**src/rtl/data_memory_io_if.sv**
```systemverilog
// Load/store bus between the CPU and the data memory / I/O block.
// The CPU side is the master; the memory block is the slave.
interface data_memory_io_if #(
    parameter int DATA_W = 16,
    parameter int ADDR_W = 16
);
    logic [ADDR_W-1:0] mem_access_addr;
    logic [DATA_W-1:0] mem_in;
    logic              mem_write_en;
    logic              mem_read_en;
    logic [DATA_W-1:0] mem_out;
    logic              mem_out_valid;
    logic              busy;

    modport master (
        output mem_access_addr, mem_in, mem_write_en, mem_read_en,
        input  mem_out, mem_out_valid, busy
    );

    modport slave (
        input  mem_access_addr, mem_in, mem_write_en, mem_read_en,
        output mem_out, mem_out_valid, busy
    );
endinterface

```
**src/rtl/data_memory_io.sv**
```systemverilog
// Single-port data RAM with registered write-first read, zero-clear after reset,
// and a memory-mapped I/O register bank selected by the address MSB.
module data_memory_io #(
    parameter int DATA_W         = 16,
    parameter int ADDR_W         = 16,
    parameter int DEPTH_LOG2     = 5,
    parameter int IO_PORTS       = 4,
    parameter int CLEAR_ON_RESET = 1
) (
    input  logic                       clk,
    input  logic                       rst_n,
    data_memory_io_if.slave            bus,
    output logic [IO_PORTS*DATA_W-1:0] io_out,
    input  logic [IO_PORTS*DATA_W-1:0] io_in,
    output logic [IO_PORTS-1:0]        io_strobe
);
    localparam int DEPTH = 2 ** DEPTH_LOG2;
    localparam int IO_W  = $clog2(IO_PORTS);

    typedef enum logic {ST_CLEAR, ST_READY} state_t;

    state_t                state;
    logic [DEPTH_LOG2-1:0] clear_ptr;
    logic [DATA_W-1:0]     ram [DEPTH];

    logic                  io_sel;
    logic [DEPTH_LOG2-1:0] ram_idx;
    logic [IO_W-1:0]       io_idx;
    logic                  wr_go;
    logic                  rd_go;
    logic [DATA_W-1:0]     io_rd_word;
    logic [DATA_W-1:0]     rd_word;
    logic                  unused_addr;

    // Upper address bits are deliberately ignored so both regions alias.
    assign io_sel      = bus.mem_access_addr[ADDR_W-1];
    assign ram_idx     = bus.mem_access_addr[DEPTH_LOG2-1:0];
    assign io_idx      = bus.mem_access_addr[IO_W-1:0];
    assign unused_addr = ^bus.mem_access_addr;

    assign wr_go = bus.mem_write_en && (state == ST_READY);
    assign rd_go = bus.mem_read_en  && (state == ST_READY);

    always_comb begin
        io_rd_word = '0;
        for (int k = 0; k < IO_PORTS; k++) begin
            if (io_idx == IO_W'(k)) io_rd_word = io_in[k*DATA_W +: DATA_W];
        end
    end

    // A simultaneous write wins over the stored word in either region.
    always_comb begin
        if (bus.mem_write_en)
            rd_word = bus.mem_in;
        else if (io_sel)
            rd_word = io_rd_word;
        else
            rd_word = ram[ram_idx];
    end

    always_ff @(posedge clk) begin
        if (state == ST_CLEAR)
            ram[clear_ptr] <= '0;
        else if (wr_go && !io_sel)
            ram[ram_idx] <= bus.mem_in;
    end

    always_ff @(posedge clk or negedge rst_n) begin
        if (!rst_n) begin
            state             <= (CLEAR_ON_RESET != 0) ? ST_CLEAR : ST_READY;
            bus.busy          <= (CLEAR_ON_RESET != 0);
            clear_ptr         <= '0;
            bus.mem_out       <= '0;
            bus.mem_out_valid <= 1'b0;
            io_out            <= '0;
            io_strobe         <= '0;
        end else begin
            bus.mem_out_valid <= rd_go;
            bus.mem_out       <= rd_go ? rd_word : '0;
            io_strobe         <= '0;
            case (state)
                ST_CLEAR: begin
                    clear_ptr <= clear_ptr + 1'b1;
                    if (&clear_ptr) begin
                        state    <= ST_READY;
                        bus.busy <= 1'b0;
                    end
                end
                ST_READY: begin
                    if (wr_go && io_sel) begin
                        for (int k = 0; k < IO_PORTS; k++) begin
                            if (io_idx == IO_W'(k)) begin
                                io_out[k*DATA_W +: DATA_W] <= bus.mem_in;
                                io_strobe[k]               <= 1'b1;
                            end
                        end
                    end
                end
                default: state <= ST_READY;
            endcase
        end
    end
endmodule

```
**src/flat_wrapper.sv**
```systemverilog
// flat-port wrapper written by rule: the top's interface ports become plain ports
module data_memory_io_flat 
#(
    parameter int DATA_W         = 16,
    parameter int ADDR_W         = 16,
    parameter int DEPTH_LOG2     = 5,
    parameter int IO_PORTS       = 4,
    parameter int CLEAR_ON_RESET = 1
)
  (clk, rst_n, io_out, io_in, io_strobe, bus_mem_access_addr, bus_mem_in, bus_mem_write_en, bus_mem_read_en, bus_mem_out, bus_mem_out_valid, bus_busy);
  data_memory_io_if #(.DATA_W(DATA_W), .ADDR_W(ADDR_W)) bus_i ();
  input  logic clk;
  input  logic rst_n;
  output logic [IO_PORTS*DATA_W-1:0] io_out;
  input  logic [IO_PORTS*DATA_W-1:0] io_in;
  output logic [IO_PORTS-1:0] io_strobe;
  input wire logic [$bits(bus_i.mem_access_addr)-1:0] bus_mem_access_addr;
  input wire logic [$bits(bus_i.mem_in)-1:0] bus_mem_in;
  input wire logic [$bits(bus_i.mem_write_en)-1:0] bus_mem_write_en;
  input wire logic [$bits(bus_i.mem_read_en)-1:0] bus_mem_read_en;
  output wire logic [$bits(bus_i.mem_out)-1:0] bus_mem_out;
  output wire logic [$bits(bus_i.mem_out_valid)-1:0] bus_mem_out_valid;
  output wire logic [$bits(bus_i.busy)-1:0] bus_busy;
  assign bus_i.mem_access_addr = bus_mem_access_addr;
  assign bus_i.mem_in = bus_mem_in;
  assign bus_i.mem_write_en = bus_mem_write_en;
  assign bus_i.mem_read_en = bus_mem_read_en;
  assign bus_mem_out = bus_i.mem_out;
  assign bus_mem_out_valid = bus_i.mem_out_valid;
  assign bus_busy = bus_i.busy;
  data_memory_io #(.DATA_W(DATA_W), .ADDR_W(ADDR_W), .DEPTH_LOG2(DEPTH_LOG2), .IO_PORTS(IO_PORTS), .CLEAR_ON_RESET(CLEAR_ON_RESET)) u_core (.clk(clk), .rst_n(rst_n), .bus(bus_i), .io_out(io_out), .io_in(io_in), .io_strobe(io_strobe));
endmodule
```
**config.mk**
```make
export PLATFORM = sky130hd
export DESIGN_NAME = data_memory_io_flat
export DESIGN_NICKNAME = d
export VERILOG_FILES = /design/src/rtl/data_memory_io_if.sv /design/src/rtl/data_memory_io.sv /design/src/flat_wrapper.sv
export SDC_FILE = /design/constraint.sdc
export NUM_CORES = 1
export LEC_CHECK = 0
export CAP_MARGIN = 20
export CORE_ASPECT_RATIO = 0.7
export CORE_MARGIN = 5
export CORE_UTILIZATION = 63
export DETAILED_ROUTE_END_ITERATION = 10
export PLACE_DENSITY_LB_ADDON = 0.1
export SLEW_MARGIN = 40
export SYNTH_ARGS = -nofsm -noshare
export SYNTH_HDL_FRONTEND = slang
export SYNTH_SLANG_ARGS = --single-unit
export TNS_END_PERCENT = 50
```
**constraint.sdc**
```tcl
create_clock -name clk -period 3.95 [get_ports clk]
set_input_delay 1.185 -clock clk [delete_from_list [all_inputs] [get_ports clk]]
set_output_delay 1.185 -clock clk [all_outputs]
set_load 0.03 [all_outputs]
```
==> images/port_nets.png <==
The bar under the picture is 50 microns long.
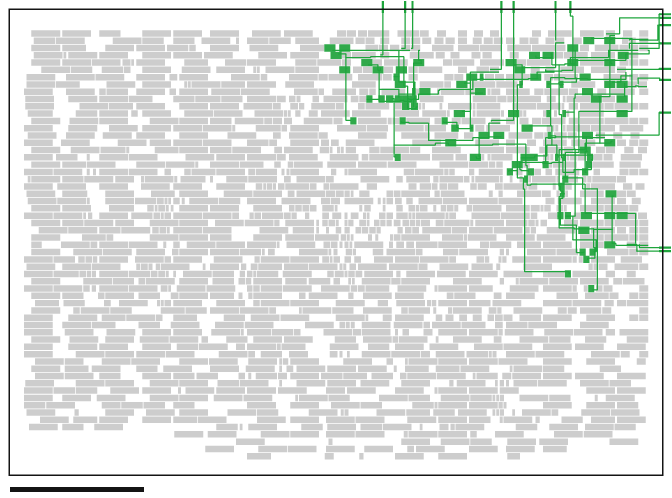
Key: `bus_mem_in` = green [bits 16, direction input, edge 9 right, 7 top, end cells 94, buffers 17, wire 1830 microns]
Ports: 186
port buffer count: 175

==> images/pdn.png <==
The bar under the picture is 50 microns long. Pins as bars on the die edge. Tap cells in gray.
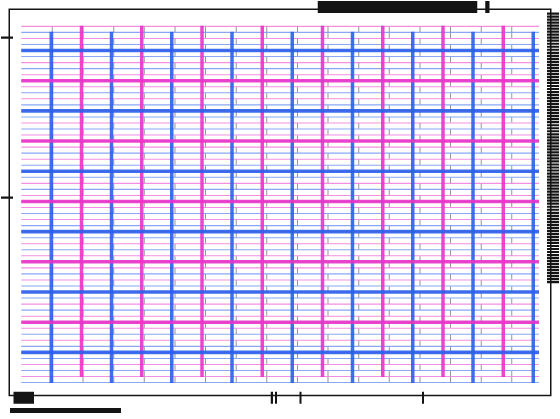
Key: VDD = magenta; VSS = blue
488 tap cells. The core has 59 rows. 17 straps on met4. 186 signal pins sit on the boundary.
Die Ht: 173.3 microns
area of the core: 0.03743 sq mm
peak supply drop: 0.3469 mV
die width: 243.3 microns

==> images/cell_classes.png <==
Fill, decap, tap and diode cells in gray.
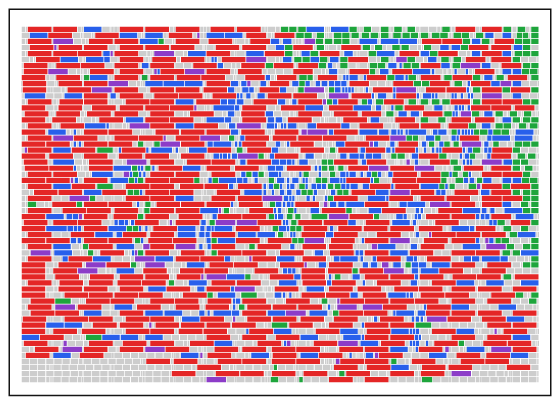
Key: clock drivers and dummy loads = purple [cells 97, share of their area 5.8%]; flip-flops = red [cells 604, share of their area 63%]; other buffers and delay cells = green [cells 293, share of their area 9.8%]; all other logic = blue [cells 560, share of their area 21%]
design area: 0.02847 sq mm
Rows: 59
flop share of the area: 0.6209

==> images/final_placement.png <==
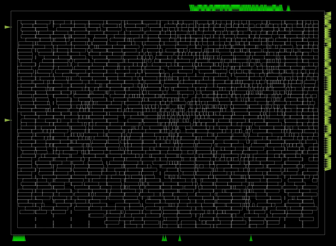
final core occ: 0.7607
n_taps: 488
Seq cells: 604
Finished Layout Cells: 2043
fill cell count: 2037

==> images/wire_density.png <==
24 x 17 tiles, from dark blue (low) to red (high), scaled to the fullest tile. Values are wire area over tile area, all layers added.
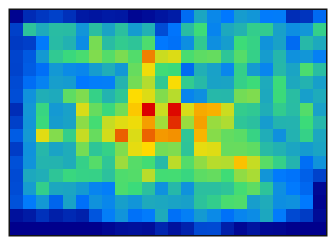
4.4% of the tiles are nearly empty. The densest ninth of the die: center. The mean over all tiles is 0.24.

==> Changelog: implementation <==
## Flow update

- CTS Sinks: 604
- Minimum hold slack: 0.4792 ns
- Required @ worst endpoint: 4.22 ns
- Top-area cell share: 0.6406
- Routed vias: 13380
- R2R setup slack: 1.44 ns
- RSZ-0062 raised after global routing: false
- Drt initial violations: 1755
- Cell type with the largest total area: edfxtp_1
- CP startpoint: bus_mem_access_addr[4]
- Slew HR: 0.4986
- Met3 wire len: 6.627 mm
- Critical path buffers and inverters: 3
- RePlAce Congestion: 0.8986
- GRT Residual Overflow: 0
- Top-count cell post-synth: edfxtp_1
- Mapped cell area: 0.02400 sq mm
- Post-synth regs: 604
- CTS tree: yes
- Top non-seq family: multiplexers
- EDFF count, synth: 512
- First-pass DRT Iterations: 5
- Share of cells above drive strength 1: 0.2568
- Syn_nets: 1336
- Worst-path cell chain: clkdlybuf4s50_1 > buf_12 > and2_1 > a31oi_1 > nor2_1 > buf_4
- Cells on worst reg2reg path: 6
- Final net count: 1614
- PD cells: 465.5 mW/mm^2
- Worst setup SP type: input port
- Critical-path cell with the highest stage delay: clkdlybuf4s50_1
- Top flop regs: u_core.ram (512), u_core.io_out (64), u_core.bus.mem_out (16)
- Max-slew violation count: 0
- Biggest register: u_core.ram
- Synth Area in XOR/XNOR: 0.001095
- Worst setup margin: 0.8240 ns
- Hold Path Sink: u_core.io_out[6]
- Status: complete, no violations
- CP Class: in -> reg
- Seq power: 7.08 mW
- DP Cell Count: 1945
- Share of total power in the clock network: 0.367
- Switching power share of the total: 0.2308
- Comb pwr: 1.31 mW
- Starting Density: 0.6412
- Yosys stat chip area: 0.02400 sq mm
- Post-synth top cells: 512 x edfxtp_1, 127 x mux4_2, 101 x nand2_1
- Syn avg cell area: 19.45 sq um
- Dpl ws: 0.3546 ns
- Dominant logic cell type in the layout: edfxtp_1
- Seq/Total Area, Yosys: 0.7366
- Layout overhead on the synthesized area: 18.63%
- And-or/or-and share of the synthesized area: 0.03139
- And+or+nand+nor area frac: 0.04213
- Sequential power share: 0.535
- Hpwl dp: 39.35 mm
- Tool warnings: 36
- Top Metal Used: met5
- CTS resizes: 0
- GRT Total Usage: 0.2860
- Skew-Pair Late Insertion Delay: 0.60 ns
- Detail Route Antenna Nets: 0
- Routed met1 length: 24.68 mm
[layout make-up]
| cell class | instances | area [sq um] | share of cell area |
|---|---|---|---|
| repair buffers | 293 | 2730 | 0.09590 |
| multi-input cells | 544 | 5777 | 0.2029 |
| clock inverters | 31 | 192.7 | 0.006768 |
| flip-flops and latches | 604 | 17680 | 0.6209 |
| inverters | 16 | 60.06 | 0.002110 |
| well taps | 488 | 610.6 | 0.02145 |
| diodes | 1 | 2.502 | 0.00008790 |
| clock buffers | 66 | 1419 | 0.04984 |
[logic make-up (layout without fill, tap and decap cells)]
family | count (synthesis) | in the layout
buf+inv | 86 | 406
simple gates | 217 | 217
compound gates | 107 | 107
xor+xnor | 3 | 3
mux | 215 | 215
fa+ha+maj | 2 | 2
other cells | 0 | 1
flops | 604 | 604
Power figures rest on the tool's default switching activity, not on a simulated workload.
